$ cat config.mk
export PLATFORM = sky130hd
export DESIGN_NAME = ntt_mem_sched
export DESIGN_NICKNAME = d
export VERILOG_FILES = /design/src/rtl/ntt_sched_pkg.sv /design/src/rtl/ntt_pair_addr.sv /design/src/rtl/ntt_mem_sched.sv
export SDC_FILE = /design/constraint.sdc
export NUM_CORES = 1
export LEC_CHECK = 0
export ABC_AREA = 1
export CORE_MARGIN = 5
export CORE_UTILIZATION = 40
export DETAILED_ROUTE_END_ITERATION = 10
export PLACE_DENSITY = 0.74
export SKIP_LAST_GASP = 1
export SYNTH_ARGS = -nofsm -noshare
export SYNTH_HDL_FRONTEND = slang
export SYNTH_HIERARCHICAL = 1
export SYNTH_SLANG_ARGS = --single-unit
$ cat constraint.sdc
create_clock -name clk -period 5.28 [get_ports clk]
set_clock_uncertainty 0.2 [all_clocks]
set_input_delay 1.056 -clock clk [delete_from_list [all_inputs] [get_ports clk]]
set_output_delay 1.056 -clock clk [all_outputs]
set_load 0.03 [all_outputs]
$ cat src/rtl/ntt_sched_pkg.sv
// ntt_sched_pkg -- shared types and constants for the NTT memory scheduler.
//   WID     : coefficient width
//   AWID    : coefficient-RAM address width (128 coefficients)
//   NLAYERS : butterfly layers per transform
//   NPAIRS  : butterfly pairs per layer
//   sched_state_t : scheduler FSM encoding
//   is_last_pair  : true on the final (layer, pair) of a transform
package ntt_sched_pkg;
    localparam int WID     = 32;
    localparam int AWID    = 7;
    localparam int NLAYERS = 7;
    localparam int NPAIRS  = 64;
    localparam int LWID    = 3;
    localparam int PWID    = 6;

    typedef enum logic [2:0] {
        IDLE    = 3'd0,
        READ    = 3'd1,
        WAIT    = 3'd2,
        ISSUE   = 3'd3,
        COLLECT = 3'd4,
        WRITE   = 3'd5
    } sched_state_t;

    // Forward order ends on the top layer, inverse order ends on layer 0.
    function automatic logic is_last_pair(input logic [LWID-1:0] layer,
                                          input logic [PWID-1:0] pair,
                                          input logic            inv);
        logic [LWID-1:0] last_layer;
        last_layer = inv ? 3'd0 : 3'(NLAYERS - 1);
        return (layer == last_layer) && (pair == PWID'(NPAIRS - 1));
    endfunction
endpackage

$ cat src/rtl/ntt_pair_addr.sv
// ntt_pair_addr -- combinational (layer, pair) -> (A, B, zeta) mapping.
//   layer  : butterfly layer 0..6
//   pair   : pair index within the layer 0..63
//   addr_a : address of the upper operand
//   addr_b : address of the lower operand (addr_a + span)
//   zeta   : forward twiddle index (1 << layer) + group
module ntt_pair_addr
    import ntt_sched_pkg::*;
(
    input  logic [LWID-1:0] layer,
    input  logic [PWID-1:0] pair,
    output logic [AWID-1:0] addr_a,
    output logic [AWID-1:0] addr_b,
    output logic [AWID-1:0] zeta
);
    logic [AWID-1:0] len_s;
    logic [AWID-1:0] grp_s;
    logic [AWID-1:0] pair_s;

    // Span halves each layer; the group index selects which block of 2*span
    // the pair lives in, the low bits of the pair index select the offset.
    always_comb begin
        pair_s = {1'b0, pair};
        len_s  = 7'd64 >> layer;
        grp_s  = pair_s >> (3'd6 - layer);
        addr_a = (grp_s << (3'd7 - layer)) | (pair_s & (len_s - 7'd1));
        addr_b = addr_a + len_s;
        zeta   = (7'd1 << layer) + grp_s;
    end
endmodule

$ cat src/rtl/ntt_mem_sched.sv
// ntt_mem_sched -- sequences the 448 butterflies of a 128-point NTT over a
// dual-port coefficient RAM and an external butterfly unit.
//   clk, rst            : clock, asynchronous active-low reset
//   start / busy / done : request, in-progress flag, one-cycle completion pulse
//   A1radd, B1radd      : RAM port A/B address
//   we1, we2            : RAM port A/B write enable (only in WRITE)
//   DA1in, DB1in        : RAM write data;  DA1out, DB1out : RAM read data
//   bf_valid/bf_ready, bf_a, bf_b, zeta_idx : butterfly operand channel
//   res_valid, res_a, res_b                 : butterfly result channel
// Optional build macro NTT_SCHED_INV_EN adds input inv: a start with inv=1
// walks layers 6..0 and reports mirrored twiddle indices (127 - zeta).
// All outputs are registered; they are computed from the next state so
// they line up with the state they belong to.
module ntt_mem_sched
    import ntt_sched_pkg::*;
(
    input  logic            clk,
    input  logic            rst,
`ifdef NTT_SCHED_INV_EN
    input  logic            inv,
`endif
    input  logic            start,
    output logic            busy,
    output logic            done,
    output logic [AWID-1:0] A1radd,
    output logic [AWID-1:0] B1radd,
    output logic            we1,
    output logic            we2,
    output logic [WID-1:0]  DA1in,
    output logic [WID-1:0]  DB1in,
    input  logic [WID-1:0]  DA1out,
    input  logic [WID-1:0]  DB1out,
    output logic            bf_valid,
    input  logic            bf_ready,
    output logic [WID-1:0]  bf_a,
    output logic [WID-1:0]  bf_b,
    output logic [AWID-1:0] zeta_idx,
    input  logic            res_valid,
    input  logic [WID-1:0]  res_a,
    input  logic [WID-1:0]  res_b
);
    sched_state_t    state_q, state_d;
    logic [LWID-1:0] layer_q, layer_d;
    logic [PWID-1:0] pair_q, pair_d;
    logic            inv_q, inv_d;
    logic            busy_q, busy_d;
    logic            done_q, done_d;
    logic            we_q, we_d;
    logic            bf_valid_q, bf_valid_d;
    logic [AWID-1:0] addr_a_q, addr_a_d;
    logic [AWID-1:0] addr_b_q, addr_b_d;
    logic [AWID-1:0] zeta_q, zeta_d;
    logic [WID-1:0]  bf_a_q, bf_a_d;
    logic [WID-1:0]  bf_b_q, bf_b_d;
    logic [WID-1:0]  res_a_q, res_a_d;
    logic [WID-1:0]  res_b_q, res_b_d;
    logic            inv_in_s;
    logic [AWID-1:0] nxt_a_s;
    logic [AWID-1:0] nxt_b_s;
    logic [AWID-1:0] nxt_zeta_s;

`ifdef NTT_SCHED_INV_EN
    assign inv_in_s = inv;
`else
    assign inv_in_s = 1'b0;
`endif

    // Mapping is evaluated on the next (layer, pair) so it can be registered.
    ntt_pair_addr u_pair_addr (
        .layer  (layer_d),
        .pair   (pair_d),
        .addr_a (nxt_a_s),
        .addr_b (nxt_b_s),
        .zeta   (nxt_zeta_s)
    );

    // FSM next state, pair/layer stepping, data capture and output decode.
    always_comb begin
        state_d = state_q;
        layer_d = layer_q;
        pair_d  = pair_q;
        inv_d   = inv_q;
        done_d  = 1'b0;
        bf_a_d  = bf_a_q;
        bf_b_d  = bf_b_q;
        res_a_d = res_a_q;
        res_b_d = res_b_q;
        case (state_q)
            IDLE: begin
                if (start) begin
                    state_d = READ;
                    inv_d   = inv_in_s;
                    layer_d = inv_in_s ? 3'(NLAYERS - 1) : 3'd0;
                    pair_d  = 6'd0;
                end else begin
                    state_d = IDLE;
                end
            end
            READ: state_d = WAIT;
            WAIT: begin
                bf_a_d  = DA1out;
                bf_b_d  = DB1out;
                state_d = ISSUE;
            end
            ISSUE: begin
                if (bf_valid_q && bf_ready) begin
                    state_d = COLLECT;
                end else begin
                    state_d = ISSUE;
                end
            end
            COLLECT: begin
                if (res_valid) begin
                    res_a_d = res_a;
                    res_b_d = res_b;
                    state_d = WRITE;
                end else begin
                    state_d = COLLECT;
                end
            end
            WRITE: begin
                if (is_last_pair(layer_q, pair_q, inv_q)) begin
                    state_d = IDLE;
                    done_d  = 1'b1;
                end else begin
                    state_d = READ;
                    if (pair_q == PWID'(NPAIRS - 1)) begin
                        pair_d  = 6'd0;
                        layer_d = inv_q ? (layer_q - 3'd1) : (layer_q + 3'd1);
                    end else begin
                        pair_d  = pair_q + 6'd1;
                    end
                end
            end
            default: state_d = IDLE;
        endcase

        busy_d     = (state_d != IDLE);
        we_d       = (state_d == WRITE);
        bf_valid_d = (state_d == ISSUE);
        if (state_d == IDLE) begin
            addr_a_d = 7'd0;
            addr_b_d = 7'd0;
            zeta_d   = 7'd0;
        end else begin
            addr_a_d = nxt_a_s;
            addr_b_d = nxt_b_s;
            zeta_d   = inv_d ? (7'd127 - nxt_zeta_s) : nxt_zeta_s;
        end
    end

    // State and output registers; reset abandons any transform in flight.
    always_ff @(posedge clk or negedge rst) begin
        if (!rst) begin
            state_q    <= IDLE;
            layer_q    <= 3'd0;
            pair_q     <= 6'd0;
            inv_q      <= 1'b0;
            busy_q     <= 1'b0;
            done_q     <= 1'b0;
            we_q       <= 1'b0;
            bf_valid_q <= 1'b0;
            addr_a_q   <= 7'd0;
            addr_b_q   <= 7'd0;
            zeta_q     <= 7'd0;
            bf_a_q     <= 32'd0;
            bf_b_q     <= 32'd0;
            res_a_q    <= 32'd0;
            res_b_q    <= 32'd0;
        end else begin
            state_q    <= state_d;
            layer_q    <= layer_d;
            pair_q     <= pair_d;
            inv_q      <= inv_d;
            busy_q     <= busy_d;
            done_q     <= done_d;
            we_q       <= we_d;
            bf_valid_q <= bf_valid_d;
            addr_a_q   <= addr_a_d;
            addr_b_q   <= addr_b_d;
            zeta_q     <= zeta_d;
            bf_a_q     <= bf_a_d;
            bf_b_q     <= bf_b_d;
            res_a_q    <= res_a_d;
            res_b_q    <= res_b_d;
        end
    end

    assign busy     = busy_q;
    assign done     = done_q;
    assign we1      = we_q;
    assign we2      = we_q;
    assign A1radd   = addr_a_q;
    assign B1radd   = addr_b_q;
    assign DA1in    = res_a_q;
    assign DB1in    = res_b_q;
    assign bf_valid = bf_valid_q;
    assign bf_a     = bf_a_q;
    assign bf_b     = bf_b_q;
    assign zeta_idx = zeta_q;
endmodule

==> flow_summary.html, run 1 <==
<!-- implementation run metrics -->
<table>
<tr><th>Metric</th><th>Value</th></tr>
<tr><th colspan="2">Outcome</th></tr>
<tr><td>Status</td><td>complete, no violations</td></tr>
<tr><th colspan="2">Setup path</th></tr>
<tr><td>Combined buffer and inverter count along the critical path</td><td>6</td></tr>
<tr><td>Standard cell with the maximum stage delay on the critical path</td><td>sky130_fd_sc_hd__fa_1</td></tr>
<tr><td>Critical Path Source Type</td><td>primary input</td></tr>
<tr><td>Largest stage delay on the critical path</td><td>between 0.5 and 0.6 ns</td></tr>
<tr><td>Reg2Reg Setup Slack</td><td>a little under 0.7 ns</td></tr>
<tr><td>Reg2Reg Depth</td><td>26</td></tr>
<tr><td>Cell count along the critical path</td><td>25</td></tr>
<tr><td>Dominant cell type by count on the critical path</td><td>sky130_fd_sc_hd__nand2_1</td></tr>
<tr><td>Startpoint of the worst-slack reg-to-reg timing path</td><td>layer_q[1]</td></tr>
<tr><td>CP Max Fanout</td><td>8</td></tr>
<tr><td>WS Path Type</td><td>primary input to register</td></tr>
<tr><td>Sort of element at the end of the critical path</td><td>register</td></tr>
<tr><td>CP Data Required Time</td><td>approximately 5.4 ns</td></tr>
<tr><td>Reg-to-reg critical path endpoint</td><td>B1radd[6]</td></tr>
<tr><td>Crit path max-delay family</td><td>simple AND/OR/NAND/NOR gates</td></tr>
<tr><td>Critical path data arrival time</td><td>about 4.8 ns</td></tr>
<tr><th colspan="2">Detailed routing</th></tr>
<tr><td>Tally of nets with antenna violations remaining after routing</td><td>0</td></tr>
<tr><td>Routed wire per std cell</td><td>between 15 and 20 um</td></tr>
<tr><td>Total iterations of the first detailed-routing run</td><td>5</td></tr>
<tr><td>Per-cell via count in the routed design</td><td>4.785</td></tr>
<tr><td>Number of design-rule violations left by the first detailed-router iteration</td><td>~470</td></tr>
<tr><td>DRC violations left</td><td>0</td></tr>
<tr><th colspan="2">Floorplan</th></tr>
<tr><td>Total die size</td><td>~22,000 um2</td></tr>
<tr><td>Number of top-level pins</td><td>about 290</td></tr>
<tr><td>Die Span Y</td><td>roughly 150 um</td></tr>
<tr><td>Core outline area</td><td>18,770 um2</td></tr>
<tr><td>Floorplan die width</td><td>roughly 150 um</td></tr>
<tr><td>Row cnt</td><td>about 50</td></tr>
<tr><td>Starting utilization of the core area</td><td>0.4071</td></tr>
<tr><th colspan="2">Yosys</th></tr>
<tr><td>Net count of the mapped netlist</td><td>roughly 950</td></tr>
<tr><td>Post-synthesis async set-or-reset flop share</td><td>1.000</td></tr>
<tr><td>Top cell types by occurrence after synthesis</td><td>305 x sky130_fd_sc_hd__nand2_1, 166 x sky130_fd_sc_hd__dfrtp_1, 59 x sky130_fd_sc_hd__mux2_2</td></tr>
<tr><td>Post-synthesis instance total</td><td>790</td></tr>
<tr><td>Register bit total from synthesis</td><td>roughly 170</td></tr>
<tr><td>Dominant kind of combinational cell</td><td>simple AND/OR/NAND/NOR gates</td></tr>
<tr><td>Register area share after synthesis</td><td>0.5436</td></tr>
<tr><td>Max-area cell share</td><td>0.5436</td></tr>
<tr><td>Multiplexer share of the synthesized area</td><td>0.09432</td></tr>
<tr><td>Xor/xnor cell area share of the yosys netlist</td><td>0.02620</td></tr>
<tr><td>Leading area contributor after synthesis</td><td>sky130_fd_sc_hd__dfrtp_1</td></tr>
<tr><td>Adder-Cell Fraction of Synth Area</td><td>0.03897</td></tr>
<tr><td>Number of warning messages in the yosys log</td><td>6</td></tr>
<tr><td>Area contributors post-synth</td><td>sky130_fd_sc_hd__dfrtp_1 54%, sky130_fd_sc_hd__nand2_1 15%, sky130_fd_sc_hd__mux2_2 8.7%</td></tr>
<tr><td>Post-synthesis cell area</td><td>~7600 um2</td></tr>
<tr><td>Post-synthesis cell type with the largest instance count</td><td>sky130_fd_sc_hd__nand2_1</td></tr>
<tr><td>Mean area per synthesized cell</td><td>between 9 and 10 um2</td></tr>
<tr><td>Number of distinct library cell variants in the gate-level netlist after synthesis</td><td>33</td></tr>
<tr><td>Synth Flop Type</td><td>sky130_fd_sc_hd__dfrtp_1</td></tr>
<tr><td>Post-Synth Simple-Gate Area</td><td>0.2204</td></tr>
<tr><td>EDFF count, synth</td><td>0</td></tr>
<tr><td>And-or/or-and share of the synthesized area</td><td>0.01981</td></tr>
<tr><td>Yosys Instances</td><td>790</td></tr>
<tr><td>Yosys-reported design area after synthesis</td><td>between 7000 and 8000 um2</td></tr>
<tr><th colspan="2">Clocking</th></tr>
<tr><td>H-tree depth reported by CTS</td><td>4</td></tr>
<tr><td>Sink Count</td><td>around 170</td></tr>
<tr><td>Number of CTS-inserted buffers</td><td>17</td></tr>
<tr><td>CTS Hold Bufs</td><td>0</td></tr>
<tr><td>Insertion Delay late pin</td><td>about 0.41 ns</td></tr>
<tr><td>Clk pin slew, worst setup/hold paths</td><td>~0.07 ns</td></tr>
<tr><td>TritonCTS clock tree</td><td>yes</td></tr>
<tr><td>Maximum root-to-sink buffer count</td><td>2</td></tr>
<tr><td>Clock root buffer</td><td>sky130_fd_sc_hd__clkbuf_16</td></tr>
<tr><td>CTS resizes</td><td>0</td></tr>
<tr><td>Postcts setup bufs</td><td>0</td></tr>
<tr><th colspan="2">STA</th></tr>
<tr><td>Count of final hold-check violations</td><td>0</td></tr>
<tr><td>Final worst hold slack</td><td>roughly 0.28 ns</td></tr>
<tr><td>Pins Over Slew Limit</td><td>0</td></tr>
<tr><td>RSZ-0062 raised after global routing</td><td>false</td></tr>
<tr><td>Least-Margin Pin Slew</td><td>a little over 0.8 ns</td></tr>
<tr><td>Min cycle time layout</td><td>about 4.7 ns</td></tr>
<tr><td>Post-route setup TNS</td><td>0 ns</td></tr>
<tr><td>Highest attainable clock frequency</td><td>213.1 MHz</td></tr>
<tr><td>Total of endpoints with negative setup slack in the final report</td><td>0</td></tr>
<tr><td>Worst slew margin relative to its limit</td><td>0.4490</td></tr>
<tr><td>Post-route clock period utilization</td><td>0.8888</td></tr>
<tr><th colspan="2">Final layout</th></tr>
<tr><td>Proportion of layout cells with a drive suffix above 1</td><td>0.1347</td></tr>
<tr><td>Finished Layout Cells</td><td>about 1,300</td></tr>
<tr><td># nets final</td><td>1,233</td></tr>
<tr><td>Finished Core Util</td><td>0.6046</td></tr>
<tr><td>Number of diodes</td><td>0</td></tr>
<tr><td>Area added between synthesis and finish</td><td>48.50%</td></tr>
<tr><th colspan="2">Placed design</th></tr>
<tr><td>Total half-perimeter wirelength after legalization and detailed placement</td><td>approximately 17 mm</td></tr>
<tr><td>Number of port buffers</td><td>about 290</td></tr>
<tr><td>Final weighted congestion in routability-driven placement</td><td>about 0.9</td></tr>
<tr><td>Placed cell count</td><td>1,293</td></tr>
<tr><th colspan="2">Min path</th></tr>
<tr><td>Number of cells traversed by the worst hold path</td><td>2</td></tr>
<tr><td>Start point of the worst hold path</td><td>DB1in[7]</td></tr>
<tr><td>Hold Crit Class</td><td>register to register</td></tr>
<tr><td>Hold worst-path end</td><td>DB1in[7]</td></tr>
<tr><th colspan="2">Global route</th></tr>
<tr><td>Antenna violations before repair</td><td>0</td></tr>
<tr><td>Maximum number of pins on one net before global-route repair</td><td>slightly below 90</td></tr>
<tr><td>Vias in the first global route</td><td>just over 6,000</td></tr>
<tr><td>Wire length of the first global-routing pass</td><td>about 35 mm</td></tr>
<tr><td>Final global-route overflow total</td><td>0</td></tr>
<tr><td>GR Util All Layers</td><td>0.2041</td></tr>
<tr><th colspan="2">Job</th></tr>
<tr><td>Tool warnings</td><td>32</td></tr>
<tr><td>Count of max-cap constraint violations</td><td>0</td></tr>
<tr><th colspan="2">Pwr</th></tr>
<tr><td>Leakage Power</td><td>approximately 5.5 nW</td></tr>
<tr><td>Overall power consumption</td><td>about 7 mW</td></tr>
<tr><td>Net switching component of the power</td><td>between 2 and 3 mW</td></tr>
<tr><td>Net switching share of the total power</td><td>0.4051</td></tr>
<tr><td>Internal power of the cells</td><td>about 4 mW</td></tr>
<tr><td>Pwr Density</td><td>about 610 nW/um2</td></tr>
<tr><td>Sequential share of power</td><td>0.296</td></tr>
<tr><td>Clock power share</td><td>0.196</td></tr>
<tr><td>Proportion of power drawn by combinational gates</td><td>0.507</td></tr>
<tr><td>VDD IR-drop max</td><td>approximately 0.00029 V</td></tr>
</table>
[run 1: stage by stage]
step           worst slack, ns  instance area (um2)
4_1_cts                 0.6751                11350
2_1_floorplan           0.7084                 7641
3_3_place_gp            0.3881                10690
3_5_place_dp            0.2433                10690
6_report                0.5871                11350
5_1_grt                 0.2539                11350
[run 1: flip-flops by register name (all words and copies together) (netlist names), 3 cells and up]
| register | count |
|---|---|
| layer_q | 3 |
| state_q | 3 |
| zeta_idx | 7 |
| DB1in | 32 |
| A1radd | 7 |
| bf_a | 32 |
| pair_q | 6 |
| bf_b | 32 |
| DA1in | 32 |
| B1radd | 7 |
[run 1: metal layers]
layer	share of wire	track usage	routed length (um)	up-vias
met5	0	0	0	-
met4	0.027	0.07390	618	0
met3	0.070	0.06002	1581	41
met2	0.52	0.3686	11840	235
met1	0.38	0.2288	8606	2998
li1	-	-	-	3066
[run 1: tightest hold or removal path, cell delays in order (launching register included)]
cell and delay (ns):
sky130_fd_sc_hd__dfrtp_1 0.34, sky130_fd_sc_hd__nand2_1 0.05, sky130_fd_sc_hd__nand2_1 0.05
[run 1: power groups by stage]
stage	clock network, mW	logic [mW]	registers, mW
2_1_floorplan	0	1.21	3.01
3_3_place_gp	0	3.50	2.05
3_5_place_dp	0	3.53	2.07
4_1_cts	1.39	3.54	2.05
5_1_grt	1.45	3.74	2.12
6_report	1.36	3.51	2.05
[run 1: final cells by class]
| cell class | count | area, um2 |
|---|---|---|
| Fill cell | 1586 | 7421 |
| Sequential cell | 166 | 4154 |
| Multi-Input combinational cell | 533 | 3059 |
| Timing Repair Buffer | 298 | 2954 |
| Clock buffer | 20 | 466.7 |
| Tap cell | 234 | 292.8 |
| Inverter | 62 | 232.7 |
| Clock inverter | 12 | 187.7 |
[run 1: cell usage in the layout (no fill, tap or decap), types with 4 or more instances in the layout]
master / instances
sky130_fd_sc_hd__o21ai_2: 4
sky130_fd_sc_hd__clkdlybuf4s50_1: 285
sky130_fd_sc_hd__buf_4: 12
sky130_fd_sc_hd__nand4_1: 6
sky130_fd_sc_hd__mux2_2: 59
sky130_fd_sc_hd__bufinv_16: 4
sky130_fd_sc_hd__inv_2: 13
sky130_fd_sc_hd__nand3_1: 45
sky130_fd_sc_hd__ha_1: 19
sky130_fd_sc_hd__nor2_1: 17
sky130_fd_sc_hd__dfrtp_1: 166
sky130_fd_sc_hd__xnor2_1: 10
sky130_fd_sc_hd__inv_1: 49
sky130_fd_sc_hd__inv_6: 4
sky130_fd_sc_hd__nand2_1: 305
sky130_fd_sc_hd__clkbuf_16: 17
sky130_fd_sc_hd__mux2_1: 5
sky130_fd_sc_hd__nand3_2: 9
sky130_fd_sc_hd__o21ai_0: 8
sky130_fd_sc_hd__xor2_1: 11
sky130_fd_sc_hd__nand2_2: 11
sky130_fd_sc_hd__a21oi_1: 6
[run 1: how the worst max path moves through the flow]
stage,endpoint,slack [ns],from
2_1_floorplan,B1radd[6],0.71,layer_q[1]
3_3_place_gp,B1radd[6],0.39,start
3_5_place_dp,B1radd[6],0.24,start
4_1_cts,B1radd[6],0.68,start
5_1_grt,B1radd[6],0.25,start
6_report,B1radd[6],0.59,start
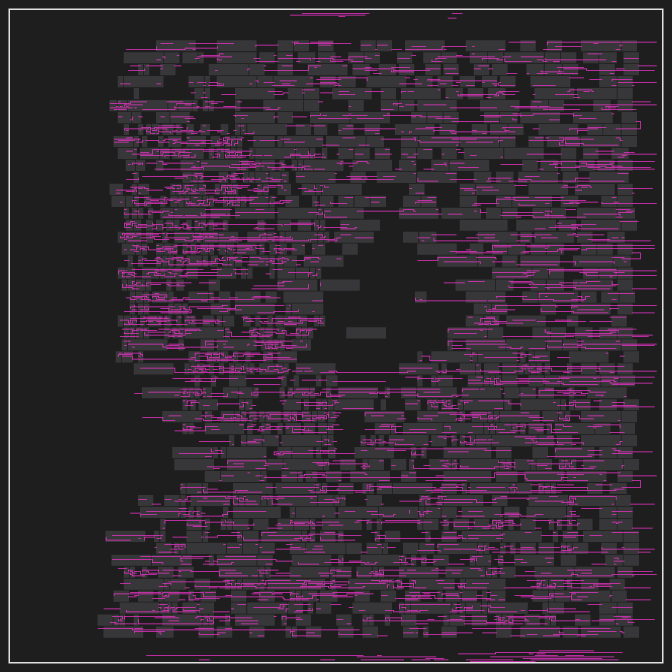
(run_1/layer_met1.png)
Cells faint in the background.
The layer carries 8,610 um of wire. 1,122 nets have wire on it.
vias: 6,340
wire length after detailed routing: 22.65 mm
met1 global-route usage: 0.2288

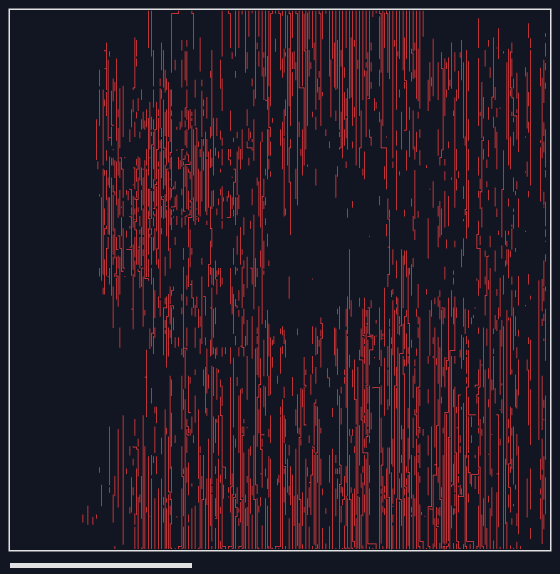
(run_1/layer_met2.png)
The bar under the picture is 50 um long.
1,030 nets have wire on it. The longest straight run is 61.0 um.
met2 Use GR: 0.3686

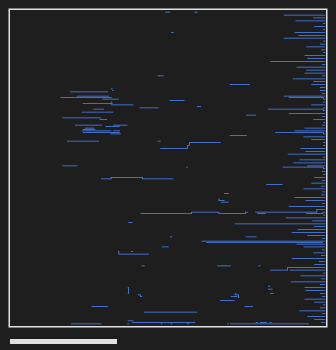
(run_1/layer_met3.png)
The bar under the picture is 50 um long.
The wires run mostly horizontal. The layer holds 7.0% of the routed length.
met3 track demand over resource in global routing: 0.06002

==> run 2: changes to the inputs <==
Settings changed: CAP_MARGIN from default to 20.
Clock period 5.28 ns to 5.9 ns, I/O delays scaled along.
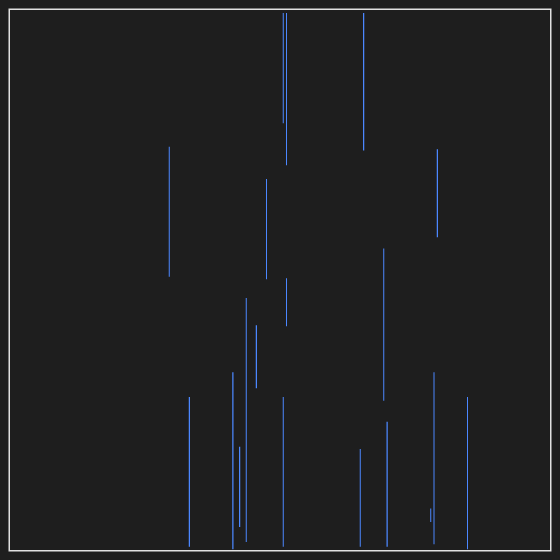
(run_2/layer_met4.png)
The longest straight run is 66.6 um. The layer holds 2.8% of the routed length. The layer carries 637 um of wire. 15 nets have wire on it. The wires run mostly vertical.
wire length after detailed routing: 22.46 mm
vias: 6,293

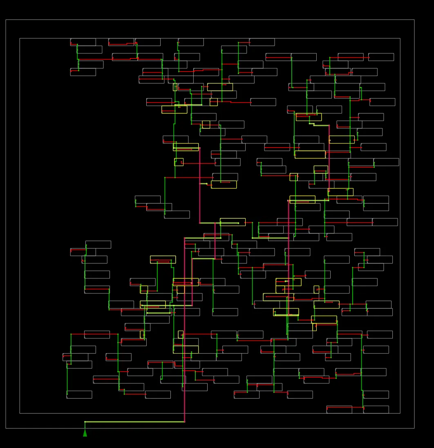
(run_2/clocks.png)
number of CTS-inserted buffers: 17
power in the clock group: 1.08 mW
Clock Buffer Count: 21
number of sequential storage elements: 166

==> run 2 against run 1 <==
Against the previous run: core utilization is 0.53 points lower; largest cell class unchanged; first-iteration DRC count is 19% lower; register-to-register slack better by 0.18 ns; global-route usage is 0.059 points higher; sequential power is about 10% lower; via count is 0.74% lower; cell count is 0.15% lower.
==> flow_summary.html, run 2 <==
<!-- implementation run metrics -->
<table>
<tr><th>Metric</th><th>Value</th></tr>
<tr><th colspan="2">Outcome</th></tr>
<tr><td>Status</td><td>complete, no violations</td></tr>
<tr><th colspan="2">Clocking</th></tr>
<tr><td>Maximum root-to-sink buffer count</td><td>2 (unchanged)</td></tr>
<tr><td>TritonCTS clock tree</td><td>yes</td></tr>
<tr><td>Clk pin slew, worst setup/hold paths</td><td>0.06 ns (about the same)</td></tr>
<tr><td>Postcts setup bufs</td><td>0 (unchanged)</td></tr>
<tr><td>H-tree depth reported by CTS</td><td>4 (unchanged)</td></tr>
<tr><td>Clock root buffer</td><td>sky130_fd_sc_hd__clkbuf_16</td></tr>
<tr><td>Insertion Delay late pin</td><td>0.41 ns (about the same)</td></tr>
<tr><td>Sink Count</td><td>166 (unchanged)</td></tr>
<tr><td>CTS resizes</td><td>0 (unchanged)</td></tr>
<tr><td>CTS Hold Bufs</td><td>0 (unchanged)</td></tr>
<tr><th colspan="2">Setup path</th></tr>
<tr><td>Critical Path Source Type</td><td>primary input</td></tr>
<tr><td>Critical path data arrival time</td><td>5.20 ns (+0.40 ns)</td></tr>
<tr><td>Reg2Reg Depth</td><td>25 (-3.8%)</td></tr>
<tr><td>Reg2Reg Setup Slack</td><td>0.87 ns (+0.18 ns)</td></tr>
<tr><td>CP Max Fanout</td><td>12 (+4)</td></tr>
<tr><td>Sort of element at the end of the critical path</td><td>register</td></tr>
<tr><td>CP Launch Point</td><td>start</td></tr>
<tr><td>Capturing element of the worst setup path</td><td>B1radd[6]</td></tr>
<tr><td>Startpoint of the worst-slack reg-to-reg timing path</td><td>layer_q[1]</td></tr>
<tr><td>CP Data Required Time</td><td>6.01 ns (+0.62 ns)</td></tr>
<tr><td>WS Path Type</td><td>primary input to register</td></tr>
<tr><td>Reg-to-reg critical path endpoint</td><td>B1radd[6]</td></tr>
<tr><th colspan="2">Global route</th></tr>
<tr><td>GR Util All Layers</td><td>0.2047 (+0.0005872)</td></tr>
<tr><td>Maximum number of pins on one net before global-route repair</td><td>90 (+1.1%)</td></tr>
<tr><td>Final global-route overflow total</td><td>0 (unchanged)</td></tr>
<tr><td>Met1 global-route usage</td><td>0.2412 (+0.01245)</td></tr>
<tr><td>Met3 track demand over resource in global routing</td><td>0.05515 (-0.004875)</td></tr>
<tr><td>Vias in the first global route</td><td>6,208 (+0.23%)</td></tr>
<tr><td>Antenna violations before repair</td><td>1 (+1)</td></tr>
<tr><td>Layer with the highest usage after global routing</td><td>met2</td></tr>
<tr><td>Wire length of the first global-routing pass</td><td>35.14 mm (+0.53%)</td></tr>
<tr><td>Met2 Use GR</td><td>0.3558 (-0.01279)</td></tr>
<tr><th colspan="2">STA</th></tr>
<tr><td>Pins Over Slew Limit</td><td>0 (unchanged)</td></tr>
<tr><td>Min cycle time layout</td><td>just over 5 ns</td></tr>
<tr><td>Count of final hold-check violations</td><td>0 (unchanged)</td></tr>
<tr><td>RSZ-0062 raised after global routing</td><td>false</td></tr>
<tr><td>Highest attainable clock frequency</td><td>approximately 200 MHz</td></tr>
<tr><td>Post-route clock period utilization</td><td>0.8622</td></tr>
<tr><td>Total of endpoints with negative setup slack in the final report</td><td>0 (unchanged)</td></tr>
<tr><td>Worst slew margin relative to its limit</td><td>0.4333 (-0.01575)</td></tr>
<tr><td>Post-route setup TNS</td><td>0 ns (unchanged)</td></tr>
<tr><td>Final worst-path setup slack</td><td>0.8128 ns (+0.2257 ns)</td></tr>
<tr><td>Least-Margin Pin Slew</td><td>0.8412 ns (+0.01474 ns)</td></tr>
<tr><th colspan="2">Yosys</th></tr>
<tr><td>Synth Flop Type</td><td>sky130_fd_sc_hd__dfrtp_1</td></tr>
<tr><td>Post-synthesis cell type with the largest instance count</td><td>sky130_fd_sc_hd__nand2_1</td></tr>
<tr><td>Register area share after synthesis</td><td>0.5436 (unchanged)</td></tr>
<tr><td>Mean area per synthesized cell</td><td>9.672 um2 (unchanged)</td></tr>
<tr><td>Post-synthesis async set-or-reset flop share</td><td>1.000 (unchanged)</td></tr>
<tr><td>Yosys-reported design area after synthesis</td><td>7641 um2 (unchanged)</td></tr>
<tr><td>Area contributors post-synth</td><td>sky130_fd_sc_hd__dfrtp_1 54%, sky130_fd_sc_hd__nand2_1 15%, sky130_fd_sc_hd__mux2_2 8.7%</td></tr>
<tr><td>Leading area contributor after synthesis</td><td>sky130_fd_sc_hd__dfrtp_1</td></tr>
<tr><td>EDFF count, synth</td><td>0 (unchanged)</td></tr>
<tr><td>Max-area cell share</td><td>0.5436 (unchanged)</td></tr>
<tr><td>Register bit total from synthesis</td><td>166 (unchanged)</td></tr>
<tr><td>Post-synthesis instance total</td><td>790 (unchanged)</td></tr>
<tr><td>Net count of the mapped netlist</td><td>945 (unchanged)</td></tr>
<tr><td>Yosys Instances</td><td>790 (unchanged)</td></tr>
<tr><td>Post-synthesis cell area</td><td>7641 um2 (unchanged)</td></tr>
<tr><td>Number of warning messages in the yosys log</td><td>6 (unchanged)</td></tr>
<tr><td>Number of distinct library cell variants in the gate-level netlist after synthesis</td><td>33 (unchanged)</td></tr>
<tr><td>Top cell types by occurrence after synthesis</td><td>305 x sky130_fd_sc_hd__nand2_1, 166 x sky130_fd_sc_hd__dfrtp_1, 59 x sky130_fd_sc_hd__mux2_2</td></tr>
<tr><th colspan="2">Floorplan</th></tr>
<tr><td>Floorplan die width</td><td>148.2 um (unchanged)</td></tr>
<tr><td>Number of top-level pins</td><td>287 (unchanged)</td></tr>
<tr><td>Total die size</td><td>21,970 um2 (unchanged)</td></tr>
<tr><td>Starting utilization of the core area</td><td>0.4071 (unchanged)</td></tr>
<tr><td>Core outline area</td><td>18,770 um2 (unchanged)</td></tr>
<tr><td>Die Span Y</td><td>148.2 um (unchanged)</td></tr>
<tr><td>Row cnt</td><td>50 (unchanged)</td></tr>
<tr><th colspan="2">Detailed routing</th></tr>
<tr><td>Total iterations of the first detailed-routing run</td><td>4 (-1)</td></tr>
<tr><td>DRC violations left</td><td>0 (unchanged)</td></tr>
<tr><td>Per-cell via count in the routed design</td><td>4.757 (-0.59%)</td></tr>
<tr><td>Tally of nets with antenna violations remaining after routing</td><td>0 (unchanged)</td></tr>
<tr><td>Routed wire per std cell</td><td>16.97 um (-0.70%)</td></tr>
<tr><td>Number of design-rule violations left by the first detailed-router iteration</td><td>380 (-19%)</td></tr>
<tr><th colspan="2">Pwr</th></tr>
<tr><td>VDD IR-drop max</td><td>0.0001755 V (-39%)</td></tr>
<tr><td>Pwr Density</td><td>537.1 nW/um2 (-12%)</td></tr>
<tr><td>Overall power consumption</td><td>6.042 mW (-13%)</td></tr>
<tr><td>Leakage Power</td><td>5.468 nW (-1.2%)</td></tr>
<tr><th colspan="2">Final layout</th></tr>
<tr><td>Commonest non-fill, non-tap cell in the layout</td><td>sky130_fd_sc_hd__nand2_1</td></tr>
<tr><td>Proportion of layout cells with a drive suffix above 1</td><td>0.1296 (-0.005143)</td></tr>
<tr><td>Area added between synthesis and finish</td><td>47.21%</td></tr>
<tr><td>Most numerous logic cells after layout</td><td>305 x sky130_fd_sc_hd__nand2_1, 285 x sky130_fd_sc_hd__clkdlybuf4s50_1, 166 x sky130_fd_sc_hd__dfrtp_1</td></tr>
<tr><td># nets final</td><td>1,230 (-0.24%)</td></tr>
<tr><td>Final Instance Area</td><td>11,250 um2 (-0.87%)</td></tr>
<tr><th colspan="2">Placed design</th></tr>
<tr><td>Final weighted congestion in routability-driven placement</td><td>0.9123 (+0.97%)</td></tr>
<tr><td>Total half-perimeter wirelength after legalization and detailed placement</td><td>17.24 mm (-0.22%)</td></tr>
<tr><td>Number of port buffers</td><td>286 (unchanged)</td></tr>
<tr><td>Placed inst area</td><td>10,670 um2 (-0.21%)</td></tr>
<tr><td>Worst-case setup slack after placement</td><td>0.3477 ns (+0.1044 ns)</td></tr>
<tr><th colspan="2">Job</th></tr>
<tr><td>Count of max-cap constraint violations</td><td>0 (unchanged)</td></tr>
<tr><td>Tool warnings</td><td>32 (unchanged)</td></tr>
<tr><th colspan="2">Min path</th></tr>
<tr><td>Hold Crit Class</td><td>register to register</td></tr>
</table>
## run 2: cell counts after synthesis
Identical to the previous run, type by type.
## run 2: cell families after synthesis
group,Yosys count,share of synthesized area
XOR/XNOR,22,0.02620
buffers and inverters,91,0.05666
multiplexers,64,0.09432
adder cells (fa/ha/maj),22,0.03897
AND/OR/NAND/NOR,400,0.2204
flip-flops,166,0.5436
AND-OR/OR-AND,25,0.01981
## run 2: worst min-delay path by stage
stage                           end  cells past startpoint  slack [ns]  startpoint
after floorplan           pair_q[1]                      2        0.33   pair_q[1]
after global placement    DA1in[18]                      2        0.26   DA1in[18]
after global routing      DA1in[30]                      2        0.29   DA1in[30]
after detailed placement  DA1in[20]                      2        0.26   DA1in[20]
final                     DB1in[27]                      2        0.28   DB1in[27]
after CTS                 DA1in[16]                      2        0.28   DA1in[16]
## run 2: layer usage
metal / share of wire / up-vias
li1: - / 3065
met1: 0.39 / 2996
met2: 0.51 / 189
met3: 0.068 / 43
met4: 0.028 / 0
met5: 0 / -
## run 2: cell type report
| class | count | area [um2] |
|---|---|---|
| clock inverters | 11 | 125.1 |
| fillers | 1608 | 7520 |
| inverters | 62 | 232.7 |
| diodes | 1 | 2.502 |
| multi-input cells | 533 | 3059 |
| well taps | 234 | 292.8 |
| clock buffers | 21 | 450.4 |
| repair buffers | 295 | 2932 |
| flip-flops and latches | 166 | 4154 |
## run 2: power by group
| group | switching, mW | internal [mW] | leakage [nW] |
|---|---|---|---|
| clock network | 0.449 | 0.635 | 0.266 |
| registers | 0.235 | 1.60 | 2.11 |
| logic | 1.80 | 1.32 | 3.10 |
| total | 2.48 | 3.56 | 5.47 |
## run 2: worst max-delay path, stage by stage
cell and delay, ns:
sky130_fd_sc_hd__clkdlybuf4s50_1 0.49, sky130_fd_sc_hd__nand3_2 0.18, sky130_fd_sc_hd__nand3_1 0.14, sky130_fd_sc_hd__o21ai_0 0.31, sky130_fd_sc_hd__ha_1 0.35, sky130_fd_sc_hd__xor2_2 0.50, sky130_fd_sc_hd__inv_1 0.21, sky130_fd_sc_hd__nand2_1 0.15
sky130_fd_sc_hd__nand3_1 0.10, sky130_fd_sc_hd__o21ai_2 0.09, sky130_fd_sc_hd__nor2_1 0.06, sky130_fd_sc_hd__nand2_1 0.05, sky130_fd_sc_hd__o21ai_0 0.19, sky130_fd_sc_hd__fa_1 0.50, sky130_fd_sc_hd__nand4_1 0.11, sky130_fd_sc_hd__nand3_1 0.09
sky130_fd_sc_hd__xor2_1 0.19, sky130_fd_sc_hd__nand3_1 0.10, sky130_fd_sc_hd__nand2_1 0.07, sky130_fd_sc_hd__inv_1 0.03, sky130_fd_sc_hd__nand2_1 0.05, sky130_fd_sc_hd__inv_1 0.05
## run 2: stage by stage
step           hold WS [ns]    util  cells
6_report             0.2767  0.5993   1323
5_1_grt              0.2918  0.5993   1323
4_1_cts              0.2812  0.5992   1322
3_5_place_dp         0.2642  0.5685   1290
3_3_place_gp         0.2614  0.5685   1290
2_1_floorplan        0.3272       -    790
Power is estimated from default activity; no workload was simulated.
